### config.mk
export PLATFORM = sky130hd
export DESIGN_NAME = fp_addsub_pipe
export DESIGN_NICKNAME = d
export VERILOG_FILES = /design/src/rtl/fp_addsub_pipe.sv
export SDC_FILE = /design/constraint.sdc
export NUM_CORES = 1
export LEC_CHECK = 0
export CAP_MARGIN = 30
export CORE_AREA = 2 2 173 175
export CTS_CLUSTER_SIZE = 16
export DETAILED_ROUTE_END_ITERATION = 12
export DIE_AREA = 0 0 175 177
export PLACE_DENSITY = 0.8
export SLEW_MARGIN = 20
export SYNTH_ARGS = -nofsm -noshare
export SYNTH_HDL_FRONTEND = slang
export SYNTH_SLANG_ARGS = --single-unit
### constraint.sdc
create_clock -name clk -period 29.6 [get_ports clk]
set_input_delay 5.92 -clock clk [delete_from_list [all_inputs] [get_ports clk]]
set_output_delay 5.92 -clock clk [all_outputs]
set_load 0.1 [all_outputs]
### src/rtl/fp_addsub_pipe.sv
// Parametrised IEEE-754 adder/subtractor, 4-stage pipeline.
// Rounds to nearest even, flushes denormal inputs and tiny results to zero,
// and resolves NaN/inf operands in the first stage as a bypass result.
//
// Handshake: adv = !out_valid | out_ready. in_ready = adv. A transfer
// happens on a rising edge where in_valid & in_ready. Every stage register
// loads only when adv is high, so a stalled output freezes the whole pipe
// and result/flags stay stable while out_valid & !out_ready.
module fp_addsub_pipe #(
    parameter int EXP_W = 8,
    parameter int MAN_W = 23
) (
    input  logic                   clk,
    input  logic                   reset,
    input  logic                   in_valid,
    output logic                   in_ready,
    input  logic [EXP_W+MAN_W:0]   a,
    input  logic [EXP_W+MAN_W:0]   b,
    input  logic                   op_sub,
    output logic                   out_valid,
    input  logic                   out_ready,
    output logic [EXP_W+MAN_W:0]   result,
    output logic [3:0]             flags
);
    localparam int W   = 1 + EXP_W + MAN_W;
    localparam int SW  = MAN_W + 1;          // significand with hidden bit
    localparam int AW  = MAN_W + 3;          // significand plus guard, round
    localparam int NW  = MAN_W + 4;          // significand plus G, R, sticky
    localparam int XW  = EXP_W + 2;          // signed exponent working width
    localparam int LZW = $clog2(NW + 1);
    localparam logic [EXP_W-1:0]    EXP_ONES = '1;
    localparam logic [W-1:0]        QNAN     = {1'b0, {EXP_W{1'b1}}, 1'b1, {(MAN_W-1){1'b0}}};
    localparam logic signed [XW-1:0] ONE_X   = 1;

    logic adv;
    assign adv      = !out_valid || out_ready;
    assign in_ready = adv;

    // ---------------- S1: unpack, swap, specials ----------------
    logic             sa, sb, a_zero, b_zero, a_inf, b_inf, a_nan, b_nan;
    logic [EXP_W-1:0] ea, eb, big_e, sml_e, diff;
    logic [MAN_W-1:0] fa, fb, fa_f, fb_f;
    logic [SW-1:0]    big_sig, sml_sig;
    logic             big_s, eff_sub, sp;
    logic [W-1:0]     sp_res;
    logic [3:0]       sp_flags;

    // Unpack operands, order by magnitude and pick any special-value result
    always_comb begin
        sa = a[W-1];
        ea = a[W-2:MAN_W];
        fa = a[MAN_W-1:0];
        sb = b[W-1] ^ op_sub;
        eb = b[W-2:MAN_W];
        fb = b[MAN_W-1:0];
        a_zero = (ea == '0);
        b_zero = (eb == '0);
        a_inf  = (ea == EXP_ONES) && (fa == '0);
        b_inf  = (eb == EXP_ONES) && (fb == '0);
        a_nan  = (ea == EXP_ONES) && (fa != '0);
        b_nan  = (eb == EXP_ONES) && (fb != '0);
        fa_f   = a_zero ? '0 : fa;
        fb_f   = b_zero ? '0 : fb;
        if ({ea, fa_f} >= {eb, fb_f}) begin
            big_s = sa; big_e = ea; big_sig = {!a_zero, fa_f};
            sml_e = eb; sml_sig = {!b_zero, fb_f};
        end else begin
            big_s = sb; big_e = eb; big_sig = {!b_zero, fb_f};
            sml_e = ea; sml_sig = {!a_zero, fa_f};
        end
        diff     = big_e - sml_e;
        eff_sub  = sa ^ sb;
        sp       = a_nan || b_nan || a_inf || b_inf;
        sp_res   = QNAN;
        sp_flags = '0;
        if (a_nan || b_nan) begin
            sp_res = QNAN;
        end else if (a_inf && b_inf && eff_sub) begin
            sp_flags = 4'b1000;
        end else if (a_inf) begin
            sp_res = {sa, EXP_ONES, {MAN_W{1'b0}}};
        end else if (b_inf) begin
            sp_res = {sb, EXP_ONES, {MAN_W{1'b0}}};
        end
    end

    logic             s1_valid, s1_sign, s1_eff_sub, s1_sp;
    logic [EXP_W-1:0] s1_exp, s1_diff;
    logic [SW-1:0]    s1_big_sig, s1_sml_sig;
    logic [W-1:0]     s1_sp_res;
    logic [3:0]       s1_sp_flags;

    // S1 register
    always_ff @(posedge clk) begin
        if (reset) begin
            s1_valid <= 1'b0;
        end else if (adv) begin
            s1_valid    <= in_valid;
            s1_sign     <= big_s;
            s1_exp      <= big_e;
            s1_diff     <= diff;
            s1_big_sig  <= big_sig;
            s1_sml_sig  <= sml_sig;
            s1_eff_sub  <= eff_sub;
            s1_sp       <= sp;
            s1_sp_res   <= sp_res;
            s1_sp_flags <= sp_flags;
        end
    end

    // ---------------- S2: align smaller operand ----------------
    logic [2*AW-1:0] wide;
    logic [AW-1:0]   aligned;
    logic            sticky;

    // Right-shift the smaller significand, collecting shifted-out bits as sticky
    always_comb begin
        wide = {s1_sml_sig, 2'b00, {AW{1'b0}}} >> s1_diff;
        if (int'(s1_diff) >= AW) begin
            aligned = '0;
            sticky  = |s1_sml_sig;
        end else begin
            aligned = wide[2*AW-1:AW];
            sticky  = |wide[AW-1:0];
        end
    end

    logic             s2_valid, s2_sign, s2_eff_sub, s2_sp;
    logic [EXP_W-1:0] s2_exp;
    logic [NW-1:0]    s2_big, s2_sml;
    logic [W-1:0]     s2_sp_res;
    logic [3:0]       s2_sp_flags;

    // S2 register
    always_ff @(posedge clk) begin
        if (reset) begin
            s2_valid <= 1'b0;
        end else if (adv) begin
            s2_valid    <= s1_valid;
            s2_sign     <= s1_sign;
            s2_exp      <= s1_exp;
            s2_big      <= {s1_big_sig, 3'b000};
            s2_sml      <= {aligned, sticky};
            s2_eff_sub  <= s1_eff_sub;
            s2_sp       <= s1_sp;
            s2_sp_res   <= s1_sp_res;
            s2_sp_flags <= s1_sp_flags;
        end
    end

    // ---------------- S3: add/sub and leading-zero count ----------------
    logic [NW:0]     sum;
    logic [LZW-1:0]  lzc;
    logic            found;

    // Magnitude sum or difference (never negative after the swap), then LZC
    always_comb begin
        sum   = s2_eff_sub ? ({1'b0, s2_big} - {1'b0, s2_sml})
                           : ({1'b0, s2_big} + {1'b0, s2_sml});
        lzc   = LZW'(NW);
        found = 1'b0;
        for (int i = NW - 1; i >= 0; i--) begin
            if (!found && sum[i]) begin
                lzc   = LZW'(NW - 1 - i);
                found = 1'b1;
            end
        end
    end

    logic             s3_valid, s3_sign, s3_eff_sub, s3_sp;
    logic [EXP_W-1:0] s3_exp;
    logic [NW:0]      s3_sum;
    logic [LZW-1:0]   s3_lzc;
    logic [W-1:0]     s3_sp_res;
    logic [3:0]       s3_sp_flags;

    // S3 register
    always_ff @(posedge clk) begin
        if (reset) begin
            s3_valid <= 1'b0;
        end else if (adv) begin
            s3_valid    <= s2_valid;
            s3_sign     <= s2_sign;
            s3_exp      <= s2_exp;
            s3_sum      <= sum;
            s3_lzc      <= lzc;
            s3_eff_sub  <= s2_eff_sub;
            s3_sp       <= s2_sp;
            s3_sp_res   <= s2_sp_res;
            s3_sp_flags <= s2_sp_flags;
        end
    end

    // ---------------- S4: normalise, round, pack ----------------
    logic [NW-1:0]          norm;
    logic signed [XW-1:0]   e4;
    logic [SW:0]            mant;
    logic [MAN_W-1:0]       frac;
    logic                   rnd_up, inex;
    logic [W-1:0]           n_res;
    logic [3:0]             n_flags;

    // Normalise, round to nearest even, then detect overflow / flush underflow
    always_comb begin
        norm    = '0;
        e4      = $signed({2'b00, s3_exp});
        mant    = '0;
        frac    = '0;
        rnd_up  = 1'b0;
        inex    = 1'b0;
        n_res   = '0;
        n_flags = '0;
        if (s3_sum == '0) begin
            // Exact cancellation gives +0; adding two zeros keeps their sign
            n_res = {s3_eff_sub ? 1'b0 : s3_sign, {(W-1){1'b0}}};
        end else begin
            if (s3_sum[NW]) begin
                norm = {s3_sum[NW:2], s3_sum[1] | s3_sum[0]};
                e4   = e4 + ONE_X;
            end else begin
                norm = s3_sum[NW-1:0] << s3_lzc;
                e4   = e4 - $signed({{(XW-LZW){1'b0}}, s3_lzc});
            end
            inex = |norm[2:0];
            if (e4[XW-1] || e4 == '0) begin
                n_res   = {s3_sign, {(W-1){1'b0}}};
                n_flags = 4'b0011;
            end else begin
                rnd_up = norm[2] & (norm[1] | norm[0] | norm[3]);
                mant   = {1'b0, norm[NW-1:3]} + {{SW{1'b0}}, rnd_up};
                if (mant[SW]) begin
                    e4   = e4 + ONE_X;
                    frac = mant[MAN_W:1];
                end else begin
                    frac = mant[MAN_W-1:0];
                end
                if (e4 >= $signed({2'b00, EXP_ONES})) begin
                    n_res   = {s3_sign, EXP_ONES, {MAN_W{1'b0}}};
                    n_flags = 4'b0101;
                end else begin
                    n_res   = {s3_sign, e4[EXP_W-1:0], frac};
                    n_flags = {3'b000, inex};
                end
            end
        end
    end

    // Output register; special-value bypass overrides the arithmetic result
    always_ff @(posedge clk) begin
        if (reset) begin
            out_valid <= 1'b0;
            result    <= '0;
            flags     <= '0;
        end else if (adv) begin
            out_valid <= s3_valid;
            result    <= !s3_valid ? '0 : (s3_sp ? s3_sp_res : n_res);
            flags     <= !s3_valid ? '0 : (s3_sp ? s3_sp_flags : n_flags);
        end
    end
endmodule

Run 1, clock wiring as the flow saved it:
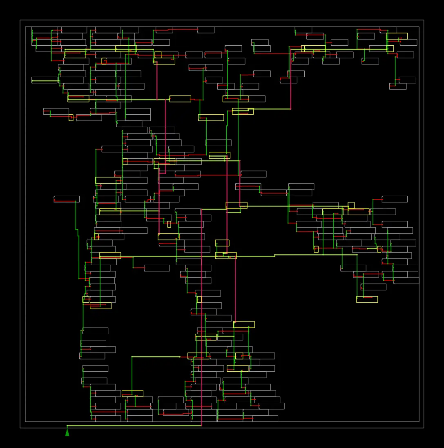
P_clk: 0.300 mW
clk sinks: 222
registers: 222

Run 1, clock network drawn from the DEF:
Scale bar: 50 µm.
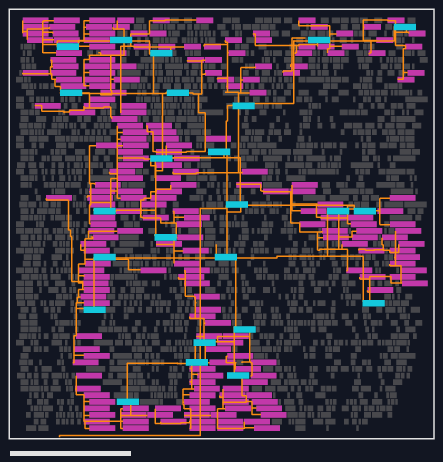
[clock-net drivers] cyan | count: 24
[clock wires] orange | length: 2,770 µm
[flip-flops] magenta | count: 222
routed clock nets: 25
flops lie: spread over the die
clock share of power: 28.7%
Post-Route Skew: 0.03040 ns
Insertion Delay late pin: 0.54 ns

==> impl_metrics.toml, run 1 <==
# physical design summary
[critical_path]
endpoint_kind = "primary output"
crit_top_cell = "clkdlybuf4s50_1"
path_buffers = 3
cpPeakStageDelay_ns = 1.17
arrival_ns = 7.74
crit_fanout = 7
worstPathRequired_ns = 23.68
path_delay_family = "buffers and inverters"

[final_layout]
seq_share_pct = 32.38
regArea_um2 = 6266
buf_share_pct = 6.505
lay_top_count = "nand2_1"
mi_logic_area_um2 = 10210
clockBufferCount = 25
final-clk-cell-share_pct = 4.074
post-route-util_pct = 66.16
num-nonclk-inverters = 90
stdcell_area_um2 = 19350
comb_cells = 1472

[power_and_ir_drop]
power.total_mw = 1.045
p_seq_mw = 0.402
p_leak_nw = 7.183
top_power_group = "sequential cells"
combPwrFrac_pct = 32.8

[die]
die-width_um = 175
fp_util_pct = 59.06
num_io_pins = 107
rows = 63
die_area_um2 = 30980
fp.coreArea_um2 = 29240

[logic_synthesis]
yosys_area_um2 = 17270
synthTopLogicFamily = "AND-OR/OR-AND gates"
yosys-top-cells-count = "nand2_1, edfxtp_1, nor2_1"
largest_area_cell = "edfxtp_1"
synth_cell_type_count = 92
top_area_share_pct = 31.65
yosysWarningCount = 0
ys.flops = 222
compound_area_share_pct = 20.11
most_common_cell = "nand2_1"
ys_seq_share_pct = 36.28

[drt]
drtAntennaViolNets = 0
viasPerCell = 6.531
drcViolationCount = 0
route.met2.wl_mm = 22.78
first_iter_violations = 1288

[clocking]
h-tree-depth = 1
cts_max_path_buffers = 3
numCtsBuffers = 24

[global_routing]
grt-busiest-layer = "met2"
grt_overflow = 0
gr-usage-met3_pct = 3.845
use_met2_pct = 51.99

[timing]
timing.final.ws_setup_ns = 15.94
period_used_pct = 46.16
fmax_mhz = 73.18
holdWs_ns = 0.4012

[outcome]
outcome = "finished clean"

[placement]
hpwl_mm = 37.65
portBuffers = 106

[hold_path]
hold_depth = 0
Run 1, wire density map:
35 x 35 tiles, from dark blue (low) to red (high), scaled to the fullest tile. Values are wire area over tile area, all layers added.
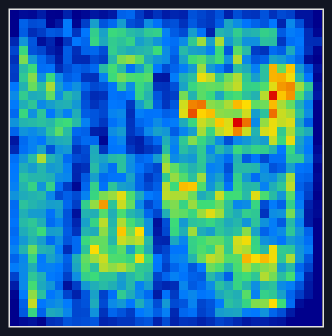
emptiest ninth of the die: upper left
nearly empty tiles: 4.4%
mean over tiles: 0.26
fullest tile: 0.79
tiles over half the peak: 17%
via count: 15,310
post-DR wirelength/cell: 20.81 µm
gr usage total: 31.25%
routed wire length: 48.79 mm

==> run 1 -> run 2 <==
--- a/config.mk
+++ b/config.mk
@@ -6,11 +6,11 @@
 export NUM_CORES = 1
 export LEC_CHECK = 0
 export CAP_MARGIN = 30
-export CORE_AREA = 2 2 173 175
+export CORE_AREA = 2 2 181 183
 export CTS_CLUSTER_SIZE = 16
 export DETAILED_ROUTE_END_ITERATION = 12
-export DIE_AREA = 0 0 175 177
-export PLACE_DENSITY = 0.8
+export DIE_AREA = 0 0 183 185
+export PLACE_DENSITY = 0.77
 export SLEW_MARGIN = 20
 export SYNTH_ARGS = -nofsm -noshare
 export SYNTH_HDL_FRONTEND = slang
==> constraint.sdc (replaced) <==
create_clock -name clk -period 12.3 [get_ports clk]
set_input_delay 2.46 -clock clk [delete_from_list [all_inputs] [get_ports clk]]
set_output_delay 2.46 -clock clk [all_outputs]
set_load 0.1 [all_outputs]
Run 2, clock network drawn from the DEF:
Scale bar: 50 µm.
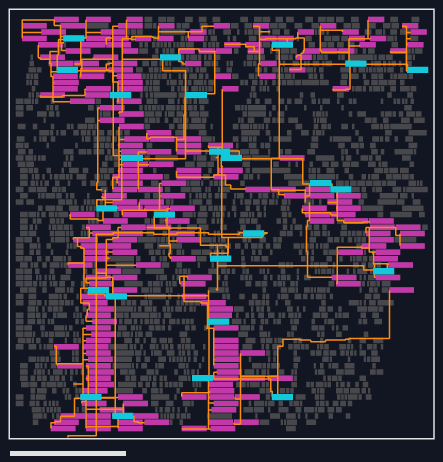
[flip-flops] magenta | count: 222
[clock wires] orange | length: 2,890 µm
[clock-net drivers] cyan | count: 25
routed clock nets: 26
flops lie: spread over the die
Post-Route Skew: 0.01980 ns
Insertion Delay late pin: 0.56 ns
P_clk: 0.805 mW

Run 2, clock wiring as the flow saved it:
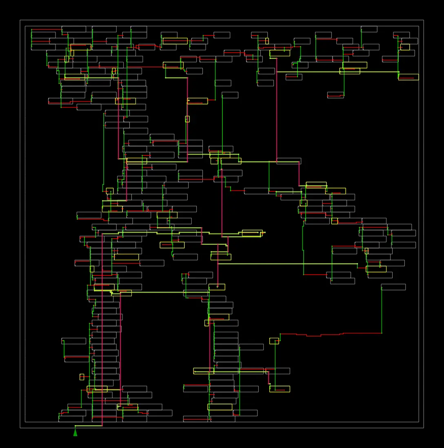
Clock buffer cells: 27
CTS buffer count: 25

==> impl_metrics.toml, run 2 <==
# physical design summary
[critical_path]
path_delay_family = "buffers and inverters"
endpoint_kind = "primary output"
crit_fanout = 19
arrival_ns = 4.55
crit_start = "out_ready"
rrSetupSlack_ns = 7.21
cpPeakStageDelay_ns = 1.18
path_buffers = 4
worstPathRequired_ns = 9.84

[timing]
fmax_mhz = 142.6
timing.final.ws_setup_ns = 5.289
holdWs_ns = 0.4143
period_used_pct = 57.00

[outcome]
outcome = "finished clean"

[logic_synthesis]
synth_cell_type_count = 92
yosysWarningCount = 0
largest_area_cell = "edfxtp_1"
most_common_cell = "nand2_1"
top_area_share_pct = 31.65
ys_seq_share_pct = 36.28
yosys_area_um2 = 17270
synthTopLogicFamily = "AND-OR/OR-AND gates"
yosys-top-cells-count = "nand2_1, edfxtp_1, nor2_1"
ys.flops = 222
edf_count = 182
compound_area_share_pct = 20.11

[power_and_ir_drop]
p_seq_mw = 0.970
p_leak_nw = 7.242
combPwrFrac_pct = 31.7
power.total_mw = 2.598
clockPowerShare_pct = 31.0

[final_layout]
stdcell_area_um2 = 19480
buf_share_pct = 6.499
num-nonclk-inverters = 90
post-route-util_pct = 60.81
ff_count = 222
regArea_um2 = 6266
comb_cells = 1472
lay_top_count = "nand2_1"
n_all_buffers = 128
final-clk-cell-share_pct = 4.579
seq_share_pct = 32.16

[die]
rows = 66
die-width_um = 183
num_io_pins = 107
fp_util_pct = 53.90
fp.dieH_um = 185

[clocking]
h-tree-depth = 1
cts.sinks = 222
cts_max_path_buffers = 3

[global_routing]
grt-busiest-layer = "met2"
use_met2_pct = 49.20
gr-usage-met3_pct = 3.205
grt.total_usage_pct = 29.14
grt_overflow = 0

[drt]
drcViolationCount = 0
routed_wl_mm = 49.10
route.met2.wl_mm = 23.20
vias = 15290
drtAntennaViolNets = 0
avgRoutedWirePerCell_um = 20.75
viasPerCell = 6.462

[hold_path]
min-delay-start = "s1_exp[1]"
hold_depth = 0

[placement]
hpwl_mm = 38.04
Power figures rest on the tool's default switching activity, not on a simulated workload.
